**src/rtl/mem_access_unit_pkg.sv**
```systemverilog
// mem_access_unit_pkg: shared definitions for the memory access unit.
//   - FSM state encoding
//   - funct3 load/store size and sign constants
//   - store mask/data helpers and the misalignment predicate
package mem_access_unit_pkg;

    typedef enum logic [1:0] {
        StIdle = 2'd0,
        StReq  = 2'd1,
        StWait = 2'd2,
        StDone = 2'd3
    } state_e;

    localparam logic [2:0] F3Lb  = 3'b000;
    localparam logic [2:0] F3Lh  = 3'b001;
    localparam logic [2:0] F3Lw  = 3'b010;
    localparam logic [2:0] F3Lbu = 3'b100;
    localparam logic [2:0] F3Lhu = 3'b101;

    // funct3[1:0] encodes access size; funct3[2] selects zero-extension on loads.
    localparam logic [1:0] SzByte = 2'b00;
    localparam logic [1:0] SzHalf = 2'b01;

    function automatic logic [3:0] store_mask(input logic [1:0] sz, input logic [1:0] off);
        logic [3:0] m;
        case (sz)
            SzByte:  m = 4'b0001 << off;
            SzHalf:  m = 4'b0011 << off;  // off=3 truncates to the top lane only
            default: m = 4'b1111;
        endcase
        return m;
    endfunction

    function automatic logic [31:0] store_data(input logic [1:0] sz, input logic [31:0] wdata);
        logic [31:0] d;
        case (sz)
            SzByte:  d = {4{wdata[7:0]}};
            SzHalf:  d = {2{wdata[15:0]}};
            default: d = wdata;
        endcase
        return d;
    endfunction

    function automatic logic is_misaligned(input logic [1:0] sz, input logic [1:0] off);
        logic r;
        case (sz)
            SzByte:  r = 1'b0;
            SzHalf:  r = off[0];
            default: r = (off != 2'b00);
        endcase
        return r;
    endfunction

endpackage

```
**src/rtl/mem_load_ext.sv**
```systemverilog
// mem_load_ext: combinational load lane selection and sign/zero extension.
// Ports:
//   funct3_i  load size/sign (LB, LH, LW, LBU, LHU)
//   off_i     byte offset within the word (address bits [1:0])
//   rdata_i   raw word returned by memory
//   data_o    extended load result
module mem_load_ext
    import mem_access_unit_pkg::*;
(
    input  logic [2:0]  funct3_i,
    input  logic [1:0]  off_i,
    input  logic [31:0] rdata_i,
    output logic [31:0] data_o
);

    logic [31:0] shifted;

    always_comb begin
        shifted = rdata_i >> {off_i, 3'b000};
        case (funct3_i[1:0])
            SzByte:  data_o = funct3_i[2] ? {24'b0, shifted[7:0]}
                                          : {{24{shifted[7]}}, shifted[7:0]};
            SzHalf:  data_o = funct3_i[2] ? {16'b0, shifted[15:0]}
                                          : {{16{shifted[15]}}, shifted[15:0]};
            default: data_o = rdata_i;
        endcase
    end

endmodule

```
**src/rtl/mem_access_unit.sv**
```systemverilog
// mem_access_unit: LSU stage between EXU and WBU.
// Accepts one op at a time (in_valid/in_ready), issues at most one memory request
// (mem_req_valid/mem_req_ready), waits for mem_rsp_valid, then presents the result
// (out_valid/out_ready). ALU-only ops bypass memory with one-cycle latency.
// Ports:
//   clk, rst              clock, synchronous active-low reset
//   in_*                  upstream op: handshake, read/write, address, store data,
//                         funct3, ALU result and writeback passthrough
//   mem_req_*, mem_we, mem_addr, mem_wdata, mem_wmask   memory request channel
//   mem_rsp_valid, mem_rdata                            memory response channel
//   out_*                 downstream result to WBU
// Build option: define MEM_ACCESS_MISALIGN_CHECK_EN to fault misaligned half/word
// accesses (no memory access, out_misalign=1, out_data=address).
module mem_access_unit
    import mem_access_unit_pkg::*;
#(
    parameter int unsigned ADDR_W = 32
) (
    input  logic              clk,
    input  logic              rst,
    input  logic              in_valid,
    output logic              in_ready,
    input  logic              in_mem_read,
    input  logic              in_mem_write,
    input  logic [ADDR_W-1:0] in_addr,
    input  logic [31:0]       in_wdata,
    input  logic [2:0]        in_funct3,
    input  logic [31:0]       in_alu_result,
    input  logic [4:0]        in_rd_addr,
    input  logic              in_reg_write,
    output logic              mem_req_valid,
    input  logic              mem_req_ready,
    output logic              mem_we,
    output logic [ADDR_W-1:0] mem_addr,
    output logic [31:0]       mem_wdata,
    output logic [3:0]        mem_wmask,
    input  logic              mem_rsp_valid,
    input  logic [31:0]       mem_rdata,
    output logic              out_valid,
    input  logic              out_ready,
    output logic [31:0]       out_data,
    output logic [4:0]        out_rd_addr,
    output logic              out_reg_write,
    output logic              out_misalign
);

    state_e            state_q, state_d;
    logic [ADDR_W-1:0] addr_q, addr_d;
    logic [31:0]       wdata_q, wdata_d;
    logic [2:0]        funct3_q, funct3_d;
    logic [31:0]       data_q, data_d;
    logic [4:0]        rd_q, rd_d;
    logic              reg_write_q, reg_write_d;
    logic              store_q, store_d;

    logic        mem_op;
    logic        accept;
    logic        misalign_in;
    logic [31:0] load_data;

    assign mem_op = in_mem_read | in_mem_write;
    assign accept = (state_q == StIdle) & in_valid;

`ifdef MEM_ACCESS_MISALIGN_CHECK_EN
    logic misalign_q, misalign_d;

    assign misalign_in  = mem_op & is_misaligned(in_funct3[1:0], in_addr[1:0]);
    assign out_misalign = misalign_q;

    always_comb begin
        misalign_d = misalign_q;
        if (accept) misalign_d = misalign_in;
    end

    always_ff @(posedge clk) begin
        if (!rst) misalign_q <= 1'b0;
        else      misalign_q <= misalign_d;
    end
`else
    assign misalign_in  = 1'b0;
    assign out_misalign = 1'b0;
`endif

    mem_load_ext u_load_ext (
        .funct3_i (funct3_q),
        .off_i    (addr_q[1:0]),
        .rdata_i  (mem_rdata),
        .data_o   (load_data)
    );

    always_comb begin
        state_d     = state_q;
        addr_d      = addr_q;
        wdata_d     = wdata_q;
        funct3_d    = funct3_q;
        data_d      = data_q;
        rd_d        = rd_q;
        reg_write_d = reg_write_q;
        store_d     = store_q;

        unique case (state_q)
            StIdle: begin
                if (in_valid) begin
                    addr_d      = in_addr;
                    wdata_d     = in_wdata;
                    funct3_d    = in_funct3;
                    rd_d        = in_rd_addr;
                    // Write wins when both read and write are requested.
                    store_d     = in_mem_write;
                    reg_write_d = in_reg_write & ~in_mem_write & ~misalign_in;
                    data_d      = misalign_in ? 32'(in_addr) : in_alu_result;
                    state_d     = (mem_op && !misalign_in) ? StReq : StDone;
                end
            end
            StReq: begin
                if (mem_req_ready) begin
                    // A response in the grant cycle skips WAIT entirely.
                    if (mem_rsp_valid) begin
                        if (!store_q) data_d = load_data;
                        state_d = StDone;
                    end else begin
                        state_d = StWait;
                    end
                end
            end
            StWait: begin
                if (mem_rsp_valid) begin
                    if (!store_q) data_d = load_data;
                    state_d = StDone;
                end
            end
            StDone: begin
                if (out_ready) state_d = StIdle;
            end
            default: state_d = StIdle;
        endcase
    end

    always_ff @(posedge clk) begin
        if (!rst) begin
            state_q     <= StIdle;
            addr_q      <= '0;
            wdata_q     <= '0;
            funct3_q    <= '0;
            data_q      <= '0;
            rd_q        <= '0;
            reg_write_q <= 1'b0;
            store_q     <= 1'b0;
        end else begin
            state_q     <= state_d;
            addr_q      <= addr_d;
            wdata_q     <= wdata_d;
            funct3_q    <= funct3_d;
            data_q      <= data_d;
            rd_q        <= rd_d;
            reg_write_q <= reg_write_d;
            store_q     <= store_d;
        end
    end

    assign in_ready      = (state_q == StIdle);
    assign mem_req_valid = (state_q == StReq);
    assign mem_we        = store_q & (state_q == StReq);
    assign mem_addr      = {addr_q[ADDR_W-1:2], 2'b00};
    assign mem_wdata     = store_data(funct3_q[1:0], wdata_q);
    assign mem_wmask     = store_q ? store_mask(funct3_q[1:0], addr_q[1:0]) : 4'b0000;
    assign out_valid     = (state_q == StDone);
    assign out_data      = data_q;
    assign out_rd_addr   = rd_q;
    assign out_reg_write = reg_write_q;

endmodule

```
**config.mk**
```make
export PLATFORM = sky130hd
export DESIGN_NAME = mem_access_unit
export DESIGN_NICKNAME = d
export VERILOG_FILES = /design/src/rtl/mem_access_unit_pkg.sv /design/src/rtl/mem_load_ext.sv /design/src/rtl/mem_access_unit.sv
export SDC_FILE = /design/constraint.sdc
export NUM_CORES = 1
export LEC_CHECK = 0
export CORE_ASPECT_RATIO = 0.9
export CORE_MARGIN = 2
export CORE_UTILIZATION = 32
export DETAILED_ROUTE_END_ITERATION = 10
export GPL_ROUTABILITY_DRIVEN = 0
export PLACE_DENSITY = 0.75
export SLEW_MARGIN = 20
export SYNTH_ARGS = -nofsm -noshare
export SYNTH_HDL_FRONTEND = slang
export SYNTH_SLANG_ARGS = --single-unit
export TNS_END_PERCENT = 1
```
**constraint.sdc**
```tcl
create_clock -name clk -period 2.7 [get_ports clk]
set_input_delay 0.54 -clock clk [delete_from_list [all_inputs] [get_ports clk]]
set_output_delay 0.54 -clock clk [all_outputs]
set_load 0.005 [all_outputs]
```
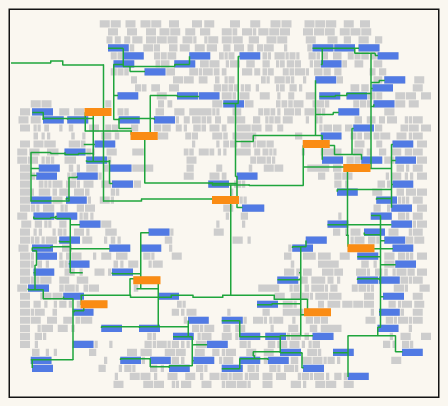
*Clock distribution, run 1*
- blue: flip-flops (count 108)
- orange: clock drivers (count 9)
- green: clock wires (length 1570 um)
- flops lie: widely spread

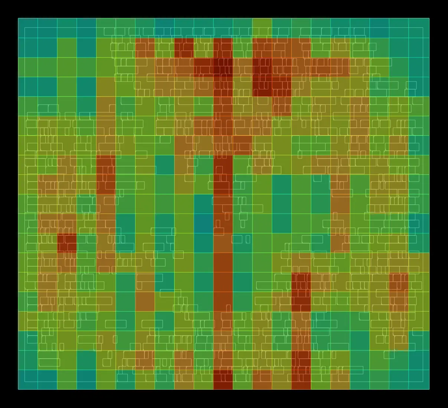
*Congestion heat map, run 1*
global-route met3 utilization: 7.12%
overall track demand over capacity in global routing: 19.4%
global routing's busiest layer: met2
met2 usage in global routing: 30.0%

==> impl_results.html, run 1 <==
<h2>Synthesis and place &amp; route</h2>
<table>
<tr><th>Metric</th><th>Value</th></tr>
<tr><th colspan="2">Outcome</th></tr>
<tr><td>Result of the run</td><td>finished clean</td></tr>
<tr><th colspan="2">Synth</th></tr>
<tr><td>Xor and xnor fraction of the mapped netlist area</td><td>0%</td></tr>
<tr><td>Number of distinct library cells after synthesis</td><td>47</td></tr>
<tr><td>Flip-flop cell with the highest count after synthesis</td><td>sky130_fd_sc_hd__dfxtp_1</td></tr>
<tr><td>Top cell type by total area after synthesis</td><td>sky130_fd_sc_hd__dfxtp_1</td></tr>
<tr><td>Synthesized-area fraction occupied by ao, oa, aoi and oai cells</td><td>25.5%</td></tr>
<tr><td>Adder-Cell Fraction of Synth Area</td><td>1.31%</td></tr>
<tr><td>Cell Area, Synth</td><td>0.00575 mm2</td></tr>
<tr><td>Post-synthesis sequential area ratio</td><td>37.6%</td></tr>
<tr><td>Ys cells</td><td>719</td></tr>
<tr><td>Cells taking the most area after synthesis</td><td>sky130_fd_sc_hd__dfxtp_1 38%, sky130_fd_sc_hd__nand2_1 12%, sky130_fd_sc_hd__a21boi_0 7.3%, sky130_fd_sc_hd__buf_4 6.0%, sky130_fd_sc_hd__a21oi_1 4.1%</td></tr>
<tr><td>Synth Warn #</td><td>0</td></tr>
<tr><th colspan="2">Pwr</th></tr>
<tr><td>Combinational share of power</td><td>49.0%</td></tr>
<tr><td>Internal power</td><td>4.37 mW</td></tr>
<tr><td>Part of the total power dissipated in the clock network</td><td>17.9%</td></tr>
<tr><td>Pwr top</td><td>combinational cells</td></tr>
<tr><td>Power consumption</td><td>6.87 mW</td></tr>
<tr><td>Static leakage power</td><td>3.07 nW</td></tr>
<tr><td>Pwr/cell area</td><td>808 mW/mm2</td></tr>
<tr><td>Maximum VDD drop</td><td>301 uV</td></tr>
<tr><td>Logic power comb</td><td>3.37 mW</td></tr>
<tr><th colspan="2">Worst setup path</th></tr>
<tr><td>Worst path arrival time</td><td>2010 ps</td></tr>
<tr><td>Classification of the worst setup path</td><td>reg2out</td></tr>
<tr><td>Worst R2R End</td><td>out_data[10]</td></tr>
<tr><td>Cell at the slowest stage of the critical path</td><td>sky130_fd_sc_hd__clkdlybuf4s50_1</td></tr>
<tr><td>Max stage delay on crit path</td><td>560 ps</td></tr>
<tr><td>Stages on the worst setup path</td><td>4</td></tr>
<tr><td>Startpoint of the worst register-to-register path</td><td>state_q[0]</td></tr>
<tr><td>Worst R2R Setup Slack</td><td>440 ps</td></tr>
<tr><td>Buffers &amp; Inverters on Critical Path</td><td>1</td></tr>
<tr><td>Cell count of the worst reg-to-reg path</td><td>8</td></tr>
<tr><td>Cell class contributing the biggest share of worst-path delay</td><td>buffers and inverters</td></tr>
<tr><td>Launch point of the critical path</td><td>addr_q[1]</td></tr>
<tr><td>Critical path fanouts, max</td><td>15</td></tr>
<tr><td>Critical Path, Cell by Cell</td><td>and2b_4 -&gt; nand2_1 -&gt; a31oi_1 -&gt; clkdlybuf4s50_1</td></tr>
<tr><th colspan="2">Hold path</th></tr>
<tr><td>Hold Crit Start</td><td>wdata_q[16]</td></tr>
<tr><td>Cells on Worst Hold Path</td><td>2</td></tr>
<tr><td>Endpoint, Worst Hold</td><td>wdata_q[16]</td></tr>
<tr><th colspan="2">Placed design</th></tr>
<tr><td>DP HPWL</td><td>13500 um</td></tr>
<tr><td>Cell Count Post-Placement</td><td>1132</td></tr>
<tr><td>Dpl ws</td><td>206 ps</td></tr>
<tr><td>Count of buffers inserted at the top-level ports</td><td>252</td></tr>
<tr><th colspan="2">Routing</th></tr>
<tr><td>Routed Antenna Nets</td><td>0</td></tr>
<tr><td>Met2 routed wirelength</td><td>8380 um</td></tr>
<tr><td>Via-to-Cell Ratio</td><td>4.87</td></tr>
<tr><td>Count of routing violations after the opening detailed-route iteration</td><td>369</td></tr>
<tr><td>Met3 Wirelength</td><td>1680 um</td></tr>
<tr><td>Met1 WL</td><td>8240 um</td></tr>
<tr><td>Total number of vias</td><td>5595</td></tr>
<tr><td># DRC</td><td>0</td></tr>
<tr><th colspan="2">Clock tree</th></tr>
<tr><td>Clock-pin slew of the registers on the worst-case setup and hold paths</td><td>70 ps</td></tr>
<tr><td>Clk Latency, worst-skew pair</td><td>360 ps</td></tr>
<tr><td>Resized Gates After CTS</td><td>1</td></tr>
<tr><td>Number of buffers on the longest clock path</td><td>2</td></tr>
<tr><td>Clk sinks</td><td>108</td></tr>
<tr><th colspan="2">Final layout</th></tr>
<tr><td>Sequential standard cell area</td><td>0.00216 mm2</td></tr>
<tr><td>Number of diodes added for antenna fixing</td><td>2</td></tr>
<tr><td>Nets@finish</td><td>1054</td></tr>
<tr><td>Top logic cell by instance count in the layout</td><td>sky130_fd_sc_hd__clkdlybuf4s50_1</td></tr>
<tr><td>Final std cells w/o fill</td><td>1149</td></tr>
<tr><td>Share of layout cells above drive strength 1</td><td>8.05%</td></tr>
<tr><td>NonClk Buf Share</td><td>31.8%</td></tr>
<tr><td>Final core occ</td><td>48.2%</td></tr>
<tr><td>Clock-cell share of area</td><td>3.05%</td></tr>
<tr><td>Layout area overhead</td><td>47.7%</td></tr>
<tr><td>Clock buffer count in the final layout</td><td>10</td></tr>
<tr><td>Post-route standard cell area excluding fillers</td><td>0.00849 mm2</td></tr>
<tr><td>Signal inverters</td><td>14</td></tr>
<tr><td>Fraction of area in registers</td><td>25.5%</td></tr>
<tr><td>Count of flip-flops and latches</td><td>108</td></tr>
<tr><th colspan="2">Floorplan</th></tr>
<tr><td>FP Util</td><td>32.7%</td></tr>
<tr><td>Die Size</td><td>0.0191 mm2</td></tr>
<tr><th colspan="2">Timing</th></tr>
<tr><td>Maximum clock skew at final layout</td><td>8.46 ps</td></tr>
<tr><td>Minimum period implied by the final worst setup slack</td><td>2550 ps</td></tr>
<tr><td>Max-slew violation count</td><td>0</td></tr>
<tr><td>Post-route worst setup slack</td><td>153 ps</td></tr>
<tr><td>Unrepaired setup endpoints after global routing</td><td>no</td></tr>
<tr><td>Final period utilization</td><td>94.3%</td></tr>
<tr><th colspan="2">GRT</th></tr>
<tr><td>Wire length of the first global-routing pass</td><td>29600 um</td></tr>
<tr><th colspan="2">Flow run</th></tr>
<tr><td>Max capacitance violation total</td><td>0</td></tr>
</table>
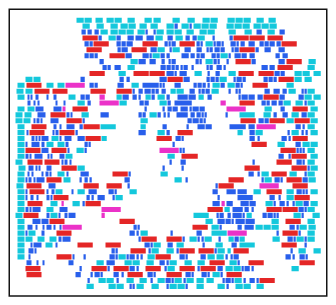
*Placed cells, one colour a class, run 1*
- red: flops (cells 108)
- magenta: clock drivers and dummy loads (cells 15)
- cyan: other buffers and delay cells (cells 268)
- blue: combinational and other logic (cells 516)

### Wiring by layer, run 1

Only two layers are drawn.
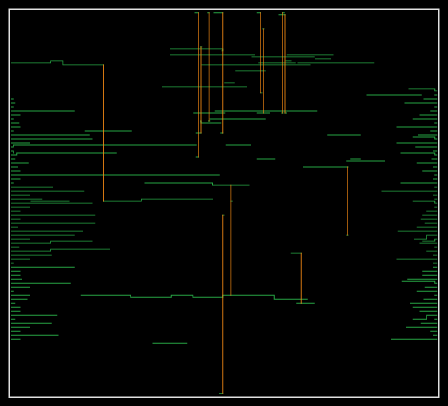

==> run 2: changes to the inputs <==
--- a/config.mk
+++ b/config.mk
@@ -5,14 +5,17 @@
 export SDC_FILE = /design/constraint.sdc
 export NUM_CORES = 1
 export LEC_CHECK = 0
+export CAP_MARGIN = 20
 export CORE_ASPECT_RATIO = 0.9
 export CORE_MARGIN = 2
 export CORE_UTILIZATION = 32
 export DETAILED_ROUTE_END_ITERATION = 10
 export GPL_ROUTABILITY_DRIVEN = 0
 export PLACE_DENSITY = 0.75
+export REMOVE_ABC_BUFFERS = 1
 export SLEW_MARGIN = 20
 export SYNTH_ARGS = -nofsm -noshare
 export SYNTH_HDL_FRONTEND = slang
+export SYNTH_HIERARCHICAL = 1
 export SYNTH_SLANG_ARGS = --single-unit
 export TNS_END_PERCENT = 1
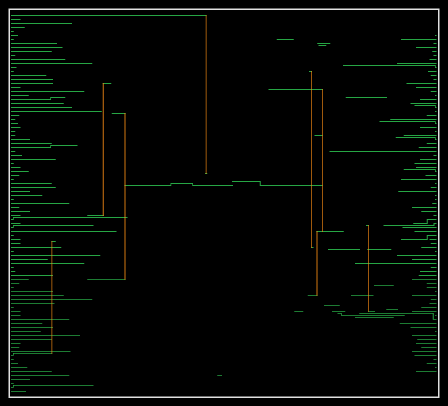
*Wiring by layer, run 2*
Only two layers are drawn.
- green: metal 3 (wire length 1850 um)
- orange: metal 4 (wire length 352 um)

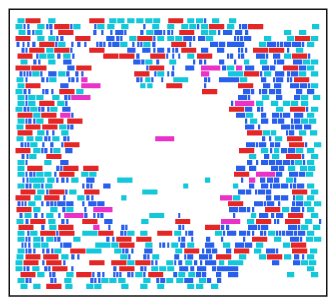
*Placed cells, one colour a class, run 2*
- blue: combinational and other logic (cells 501)
- cyan: other buffers and delay cells (cells 274)
- magenta: clock drivers and dummy loads (cells 16)
- red: flops (cells 108)

==> run 2 against run 1 <==
Net effect:
- cell count is 0.87% lower
- synthesized cell count is 2.5% lower
- global-route usage hardly changed
- non-clock buffer count is 6 higher
- sequential share of layout area is 0.47 points lower
- critical path depth is 1 higher
- register-to-register slack better by 30 ps
- area after synthesis is 0.39% higher
- combinational power is 21% higher
- sequential cell count stayed put
- design area is 1.8% higher
==> impl_results.html, run 2 <==
<h2>Synthesis and place &amp; route</h2>
<table>
<tr><th>Metric</th><th>Value</th></tr>
<tr><th colspan="2">Clock tree</th></tr>
<tr><td>Clk Latency, worst-skew pair</td><td>360 ps</td></tr>
<tr><td>Resized Gates After CTS</td><td>0</td></tr>
<tr><td>Number of buffers on the longest clock path</td><td>2</td></tr>
<tr><td>Cell at the root of the clock tree</td><td>sky130_fd_sc_hd__clkbuf_16</td></tr>
<tr><td>Clk sinks</td><td>108</td></tr>
<tr><td>Number of buffers inserted by hold repair at cts</td><td>0</td></tr>
<tr><td>Clock-pin slew of the registers on the worst-case setup and hold paths</td><td>80 ps</td></tr>
<tr><th colspan="2">GRT</th></tr>
<tr><td>Total congestion overflow after global routing</td><td>0</td></tr>
<tr><td>Number of antenna violations at the first check in global routing</td><td>0</td></tr>
<tr><td>Wire length of the first global-routing pass</td><td>29700 um</td></tr>
<tr><td>Overall track demand over capacity in global routing</td><td>19.4%</td></tr>
<tr><td>Global routing's busiest layer</td><td>met2</td></tr>
<tr><td>Maximum number of pins on one net before global-route repair</td><td>65</td></tr>
<tr><td>Met2 usage in global routing</td><td>31.8%</td></tr>
<tr><td>Global-route met3 utilization</td><td>7.71%</td></tr>
<tr><th colspan="2">Pwr</th></tr>
<tr><td>Static leakage power</td><td>3.20 nW</td></tr>
<tr><td>Logic power comb</td><td>4.08 mW</td></tr>
<tr><td>Switching part of the total</td><td>38.4%</td></tr>
<tr><td>Clock group total power</td><td>1.37 mW</td></tr>
<tr><td>Maximum VDD drop</td><td>862 uV</td></tr>
<tr><td>Seq power</td><td>2.24 mW</td></tr>
<tr><td>Combinational share of power</td><td>53.1%</td></tr>
<tr><td>Pwr top</td><td>combinational cells</td></tr>
<tr><td>Internal power</td><td>4.73 mW</td></tr>
<tr><td>Part of the total power dissipated in the clock network</td><td>17.8%</td></tr>
<tr><td>Power consumption</td><td>7.69 mW</td></tr>
<tr><td>Seq pwr share</td><td>29.1%</td></tr>
<tr><td>Net load switching power</td><td>2.96 mW</td></tr>
<tr><td>Pwr/cell area</td><td>889 mW/mm2</td></tr>
<tr><th colspan="2">Routing</th></tr>
<tr><td>Via-to-Cell Ratio</td><td>4.86</td></tr>
<tr><td>Detailed-router iteration count before antenna repair</td><td>4</td></tr>
<tr><td>Total number of vias</td><td>5536</td></tr>
<tr><td>Met2 routed wirelength</td><td>8560 um</td></tr>
<tr><td># DRC</td><td>0</td></tr>
<tr><td>Routed Antenna Nets</td><td>0</td></tr>
<tr><td>Met1 WL</td><td>7970 um</td></tr>
<tr><td>Met3 Wirelength</td><td>1850 um</td></tr>
<tr><td>Count of routing violations after the opening detailed-route iteration</td><td>217</td></tr>
<tr><th colspan="2">Synth</th></tr>
<tr><td>Multiplexer share of the synthesized area</td><td>11.9%</td></tr>
<tr><td>Post-synthesis sequential area ratio</td><td>37.5%</td></tr>
<tr><td>Flip-flop cell with the highest count after synthesis</td><td>sky130_fd_sc_hd__dfxtp_1</td></tr>
<tr><td>Top cell type by total area after synthesis</td><td>sky130_fd_sc_hd__dfxtp_1</td></tr>
<tr><td>Synthesized-area fraction occupied by ao, oa, aoi and oai cells</td><td>21.9%</td></tr>
<tr><td>Post-synth EDFFs</td><td>0</td></tr>
<tr><td>Number of distinct library cells after synthesis</td><td>38</td></tr>
<tr><td>Simple-Gate Fraction of Synth Area</td><td>17.3%</td></tr>
<tr><td>Share of the synthesized area in the top cell type</td><td>37.5%</td></tr>
<tr><td>Ys cells</td><td>701</td></tr>
<tr><td>Cell Area, Synth</td><td>0.00577 mm2</td></tr>
<tr><td>Synth Warn #</td><td>6</td></tr>
<tr><td>Count leader, synth</td><td>sky130_fd_sc_hd__nand2_1</td></tr>
<tr><td>Xor and xnor fraction of the mapped netlist area</td><td>0%</td></tr>
<tr><td>Adder-Cell Fraction of Synth Area</td><td>1.30%</td></tr>
<tr><td>Cells taking the most area after synthesis</td><td>sky130_fd_sc_hd__dfxtp_1 37%, sky130_fd_sc_hd__nand2_1 12%, sky130_fd_sc_hd__mux2i_1 8.1%, sky130_fd_sc_hd__a21oi_1 6.7%, sky130_fd_sc_hd__a211oi_2 6.1%</td></tr>
<tr><th colspan="2">Worst setup path</th></tr>
<tr><td>Critical path fanouts, max</td><td>16</td></tr>
<tr><td>Launch point of the critical path</td><td>funct3_q[0]</td></tr>
<tr><td>Cell count of the worst reg-to-reg path</td><td>6</td></tr>
<tr><td>Crit path launch type</td><td>flop</td></tr>
<tr><td>Cell class contributing the biggest share of worst-path delay</td><td>buffers and inverters</td></tr>
<tr><td>Worst Setup EP</td><td>mem_wmask[2]</td></tr>
<tr><td>Cell at the slowest stage of the critical path</td><td>sky130_fd_sc_hd__clkdlybuf4s50_1</td></tr>
<tr><td>Classification of the worst setup path</td><td>reg2out</td></tr>
<tr><td>Worst R2R End</td><td>out_data[18]</td></tr>
<tr><td>Buffers &amp; Inverters on Critical Path</td><td>2</td></tr>
<tr><td>Worst path arrival time</td><td>1870 ps</td></tr>
<tr><td>Worst R2R Setup Slack</td><td>470 ps</td></tr>
<tr><td>CP endpoint kind</td><td>output pin</td></tr>
<tr><td>Max stage delay on crit path</td><td>520 ps</td></tr>
<tr><td>Critical Path, Cell by Cell</td><td>buf_4 -&gt; nand3_1 -&gt; o21ai_0 -&gt; o21a_1 -&gt; clkdlybuf4s50_1</td></tr>
<tr><td>Stages on the worst setup path</td><td>5</td></tr>
<tr><td>Startpoint of the worst register-to-register path</td><td>funct3_q[1]</td></tr>
<tr><th colspan="2">Hold path</th></tr>
<tr><td>Hold Crit Start</td><td>addr_q[26]</td></tr>
<tr><td>Endpoint, Worst Hold</td><td>addr_q[26]</td></tr>
<tr><td>Cells on Worst Hold Path</td><td>2</td></tr>
<tr><th colspan="2">Timing</th></tr>
<tr><td>Upper clock frequency limit</td><td>0.414 GHz</td></tr>
<tr><td>Unrepaired setup endpoints after global routing</td><td>no</td></tr>
<tr><td>Accumulated negative setup slack</td><td>0 ps</td></tr>
<tr><td>Worst max-slew margin expressed relative to the limit</td><td>57.1%</td></tr>
<tr><td>Final period utilization</td><td>89.4%</td></tr>
<tr><td>Max-slew violation count</td><td>0</td></tr>
<tr><td>Post-route worst setup slack</td><td>286 ps</td></tr>
<tr><td>Minimum period implied by the final worst setup slack</td><td>2410 ps</td></tr>
<tr><td>Final worst hold slack</td><td>457 ps</td></tr>
<tr><td>Maximum clock skew at final layout</td><td>8.77 ps</td></tr>
<tr><td>Number of failing hold endpoints at the final stage</td><td>0</td></tr>
<tr><td>Actual transition at the worst max-transition pin</td><td>642 ps</td></tr>
<tr><th colspan="2">Final layout</th></tr>
<tr><td>Fraction of area in registers</td><td>25.0%</td></tr>
<tr><td>Layout area overhead</td><td>49.8%</td></tr>
<tr><td>NonClk Buf Share</td><td>32.5%</td></tr>
<tr><td>Plain + repair buffers</td><td>274</td></tr>
<tr><td>Final std cells w/o fill</td><td>1139</td></tr>
<tr><td>Clock buffer count in the final layout</td><td>10</td></tr>
<tr><td>MI comb cells</td><td>493</td></tr>
<tr><td>Count of flip-flops and latches</td><td>108</td></tr>
<tr><td>Nets@finish</td><td>1045</td></tr>
<tr><td>Top library cells by usage in the layout, fill and taps aside</td><td>252 x sky130_fd_sc_hd__clkdlybuf4s50_1, 184 x sky130_fd_sc_hd__nand2_1, 107 x sky130_fd_sc_hd__dfxtp_1</td></tr>
<tr><td>Share of layout cells above drive strength 1</td><td>10.2%</td></tr>
<tr><td>Post-route standard cell area excluding fillers</td><td>0.00865 mm2</td></tr>
<tr><td>Sequential standard cell area</td><td>0.00216 mm2</td></tr>
<tr><td>Top logic cell by instance count in the layout</td><td>sky130_fd_sc_hd__clkdlybuf4s50_1</td></tr>
<tr><td>Number of diodes added for antenna fixing</td><td>0</td></tr>
<tr><td>Clock-cell share of area</td><td>3.49%</td></tr>
<tr><td>Final core occ</td><td>48.9%</td></tr>
<tr><td>Signal inverters</td><td>8</td></tr>
<tr><th colspan="2">Placed design</th></tr>
<tr><td>Count of buffers inserted at the top-level ports</td><td>252</td></tr>
<tr><td>Dpl ws</td><td>126 ps</td></tr>
<tr><td>Cell Count Post-Placement</td><td>1123</td></tr>
<tr><td>Total placed instance area</td><td>0.00835 mm2</td></tr>
<tr><td>DP HPWL</td><td>13600 um</td></tr>
<tr><th colspan="2">Floorplan</th></tr>
<tr><td>Die Size</td><td>0.0191 mm2</td></tr>
<tr><td>Site row count</td><td>46</td></tr>
<tr><td>Width of the die</td><td>146 um</td></tr>
<tr><td>FP Util</td><td>32.7%</td></tr>
<tr><td>I/O pin cnt</td><td>256</td></tr>
<tr><th colspan="2">Outcome</th></tr>
<tr><td>Result of the run</td><td>finished clean</td></tr>
<tr><th colspan="2">Flow run</th></tr>
<tr><td>Number of warning messages in the logs</td><td>30</td></tr>
<tr><td>Max capacitance violation total</td><td>0</td></tr>
</table>
### Clock distribution, run 2

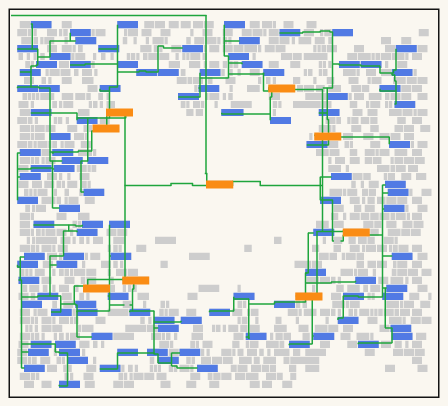

==> run 3: changes to the inputs <==
--- a/config.mk
+++ b/config.mk
@@ -16,6 +16,5 @@
 export SLEW_MARGIN = 20
 export SYNTH_ARGS = -nofsm -noshare
 export SYNTH_HDL_FRONTEND = slang
-export SYNTH_HIERARCHICAL = 1
 export SYNTH_SLANG_ARGS = --single-unit
 export TNS_END_PERCENT = 1
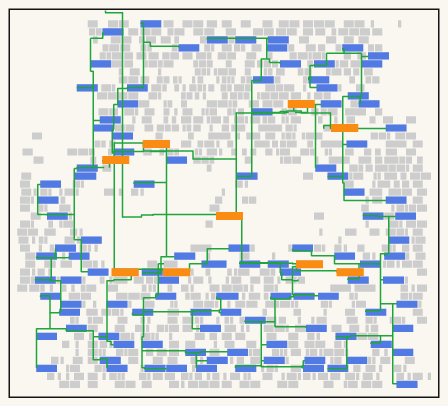
*Clock distribution, run 3*
- orange: clock drivers (count 9)
- blue: flip-flops (count 108)
- green: clock wires (length 1540 um)
- routed clock nets: 10

==> run 3 against run 2 <==
Net effect:
- critical path depth stayed put
- synthesized cell count is 2.6% higher
- sequential share of layout area is 0.33 points higher
- sequential power is 3% higher
- maximum frequency is 6.3% lower
- combinational power is 17% lower
- die size is 0.38% lower
- sequential cell count stayed put
- routed wire length is 2.7% higher
- design area is 1.1% lower
- clock power is 3% lower
- global-route usage is 0.49 points higher
==> impl_results.html, run 3 <==
<h2>Synthesis and place &amp; route</h2>
<table>
<tr><th>Metric</th><th>Value</th></tr>
<tr><th colspan="2">Outcome</th></tr>
<tr><td>Result of the run</td><td>finished clean</td></tr>
<tr><th colspan="2">Worst setup path</th></tr>
<tr><td>Max stage delay on crit path</td><td>650 ps</td></tr>
<tr><td>Crit path launch type</td><td>flop</td></tr>
<tr><td>Startpoint of the worst register-to-register path</td><td>state_q[0]</td></tr>
<tr><td>Critical path fanouts, max</td><td>20</td></tr>
<tr><td>Buffers &amp; Inverters on Critical Path</td><td>2</td></tr>
<tr><td>Launch point of the critical path</td><td>addr_q[1]</td></tr>
<tr><td>Classification of the worst setup path</td><td>reg2out</td></tr>
<tr><td>Worst path arrival time</td><td>2040 ps</td></tr>
<tr><td>Cell count of the worst reg-to-reg path</td><td>8</td></tr>
<tr><td>CP endpoint kind</td><td>output pin</td></tr>
<tr><td>Critical Path, Cell by Cell</td><td>buf_4 -&gt; nor2_1 -&gt; nor2_1 -&gt; nor2_1 -&gt; clkdlybuf4s50_1</td></tr>
<tr><td>Stages on the worst setup path</td><td>5</td></tr>
<tr><th colspan="2">Flow run</th></tr>
<tr><td>Number of warning messages in the logs</td><td>30</td></tr>
<tr><td>Max capacitance violation total</td><td>0</td></tr>
<tr><th colspan="2">Final layout</th></tr>
<tr><td>Number of diodes added for antenna fixing</td><td>0</td></tr>
<tr><td>Clock buffer count in the final layout</td><td>11</td></tr>
<tr><td>Top logic cell by instance count in the layout</td><td>sky130_fd_sc_hd__clkdlybuf4s50_1</td></tr>
<tr><td>Layout area overhead</td><td>48.8%</td></tr>
<tr><td>Share of layout cells above drive strength 1</td><td>8.65%</td></tr>
<tr><td>Final core occ</td><td>48.6%</td></tr>
<tr><td>NonClk Buf Share</td><td>32.0%</td></tr>
<tr><td>Count of flip-flops and latches</td><td>108</td></tr>
<tr><td>Post-route standard cell area excluding fillers</td><td>0.00856 mm2</td></tr>
<tr><td>Top library cells by usage in the layout, fill and taps aside</td><td>251 x sky130_fd_sc_hd__clkdlybuf4s50_1, 185 x sky130_fd_sc_hd__nand2_1, 105 x sky130_fd_sc_hd__dfxtp_1</td></tr>
<tr><td>MI comb cells</td><td>502</td></tr>
<tr><td>Clock-cell share of area</td><td>3.44%</td></tr>
<tr><td>Signal inverters</td><td>14</td></tr>
<tr><td>Fraction of area in registers</td><td>25.3%</td></tr>
<tr><th colspan="2">Timing</th></tr>
<tr><td>Accumulated negative setup slack</td><td>0 ps</td></tr>
<tr><td>Worst max-slew margin expressed relative to the limit</td><td>49.4%</td></tr>
<tr><td>Minimum period implied by the final worst setup slack</td><td>2580 ps</td></tr>
<tr><td>Unrepaired setup endpoints after global routing</td><td>no</td></tr>
<tr><td>Number of failing hold endpoints at the final stage</td><td>0</td></tr>
<tr><td>Max-slew violation count</td><td>0</td></tr>
<tr><td>Final period utilization</td><td>95.4%</td></tr>
<tr><td>Post-route worst setup slack</td><td>124 ps</td></tr>
<tr><td>Actual transition at the worst max-transition pin</td><td>759 ps</td></tr>
<tr><th colspan="2">Routing</th></tr>
<tr><td>Count of routing violations after the opening detailed-route iteration</td><td>372</td></tr>
<tr><td>Detailed-router iteration count before antenna repair</td><td>5</td></tr>
<tr><td>Met1 WL</td><td>8630 um</td></tr>
<tr><td># DRC</td><td>0</td></tr>
<tr><td>Routed Antenna Nets</td><td>0</td></tr>
<tr><td>Via-to-Cell Ratio</td><td>4.92</td></tr>
<tr><td>Total number of vias</td><td>5673</td></tr>
<tr><td>Met2 routed wirelength</td><td>9130 um</td></tr>
<tr><th colspan="2">Pwr</th></tr>
<tr><td>Net load switching power</td><td>2.57 mW</td></tr>
<tr><td>Static leakage power</td><td>3.12 nW</td></tr>
<tr><td>Seq pwr share</td><td>32.8%</td></tr>
<tr><td>Logic power comb</td><td>3.38 mW</td></tr>
<tr><td>Internal power</td><td>4.43 mW</td></tr>
<tr><td>Power consumption</td><td>7.01 mW</td></tr>
<tr><td>Seq power</td><td>2.30 mW</td></tr>
<tr><td>Combinational share of power</td><td>48.2%</td></tr>
<tr><td>Pwr/cell area</td><td>819 mW/mm2</td></tr>
<tr><td>Switching part of the total</td><td>36.7%</td></tr>
<tr><th colspan="2">Clock tree</th></tr>
<tr><td>Clock-pin slew of the registers on the worst-case setup and hold paths</td><td>70 ps</td></tr>
<tr><td>Clk Latency, worst-skew pair</td><td>360 ps</td></tr>
<tr><td>Number of buffers inserted by hold repair at cts</td><td>0</td></tr>
<tr><td>Clk sinks</td><td>108</td></tr>
<tr><td>Number of buffers on the longest clock path</td><td>2</td></tr>
<tr><td>Cell at the root of the clock tree</td><td>sky130_fd_sc_hd__clkbuf_16</td></tr>
<tr><td>Resized Gates After CTS</td><td>1</td></tr>
<tr><th colspan="2">Placed design</th></tr>
<tr><td>Total placed instance area</td><td>0.00826 mm2</td></tr>
<tr><td>Dpl ws</td><td>216 ps</td></tr>
<tr><td>Cell Count Post-Placement</td><td>1137</td></tr>
<tr><td>Count of buffers inserted at the top-level ports</td><td>252</td></tr>
<tr><td>DP HPWL</td><td>14000 um</td></tr>
<tr><th colspan="2">GRT</th></tr>
<tr><td>Maximum number of pins on one net before global-route repair</td><td>71</td></tr>
<tr><td>Global routing's busiest layer</td><td>met2</td></tr>
<tr><td>Total congestion overflow after global routing</td><td>0</td></tr>
<tr><th colspan="2">Synth</th></tr>
<tr><td>Share of the synthesized area in the top cell type</td><td>37.6%</td></tr>
<tr><td>Ys cells</td><td>719</td></tr>
<tr><td>Cells taking the most area after synthesis</td><td>sky130_fd_sc_hd__dfxtp_1 38%, sky130_fd_sc_hd__nand2_1 12%, sky130_fd_sc_hd__a21boi_0 7.3%, sky130_fd_sc_hd__buf_4 6.0%, sky130_fd_sc_hd__a21oi_1 4.1%</td></tr>
<tr><td>Adder-Cell Fraction of Synth Area</td><td>1.31%</td></tr>
<tr><td>Simple-Gate Fraction of Synth Area</td><td>19.4%</td></tr>
<tr><td>Flip-flop cell with the highest count after synthesis</td><td>sky130_fd_sc_hd__dfxtp_1</td></tr>
<tr><td>Post-synthesis sequential area ratio</td><td>37.6%</td></tr>
<tr><td>Cell Area, Synth</td><td>0.00575 mm2</td></tr>
<tr><td>Multiplexer share of the synthesized area</td><td>5.70%</td></tr>
<tr><td>Xor and xnor fraction of the mapped netlist area</td><td>0%</td></tr>
<tr><td>Count leader, synth</td><td>sky130_fd_sc_hd__nand2_1</td></tr>
<tr><td>Synth Warn #</td><td>0</td></tr>
<tr><th colspan="2">Floorplan</th></tr>
<tr><td>Die Size</td><td>0.0191 mm2</td></tr>
<tr><td>Width of the die</td><td>145 um</td></tr>
<tr><td>I/O pin cnt</td><td>256</td></tr>
<tr><td>Site row count</td><td>46</td></tr>
<tr><td>FP Util</td><td>32.7%</td></tr>
<tr><th colspan="2">Hold path</th></tr>
<tr><td>Cells on Worst Hold Path</td><td>2</td></tr>
<tr><td>Endpoint, Worst Hold</td><td>addr_q[30]</td></tr>
</table>
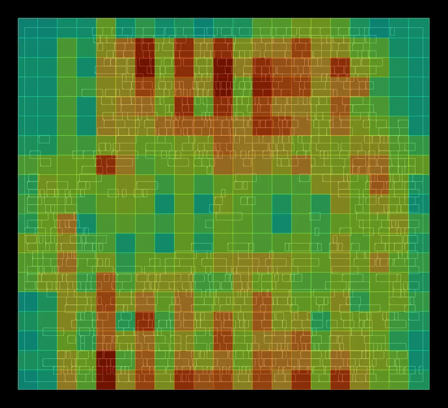
*Congestion heat map, run 3*
global-route met3 utilization: 3.78%
met1 global-route usage: 26.0%
WL per Instance: 16.7 um
overall track demand over capacity in global routing: 19.9%
met2 usage in global routing: 32.6%

Power is estimated from default activity; no workload was simulated.
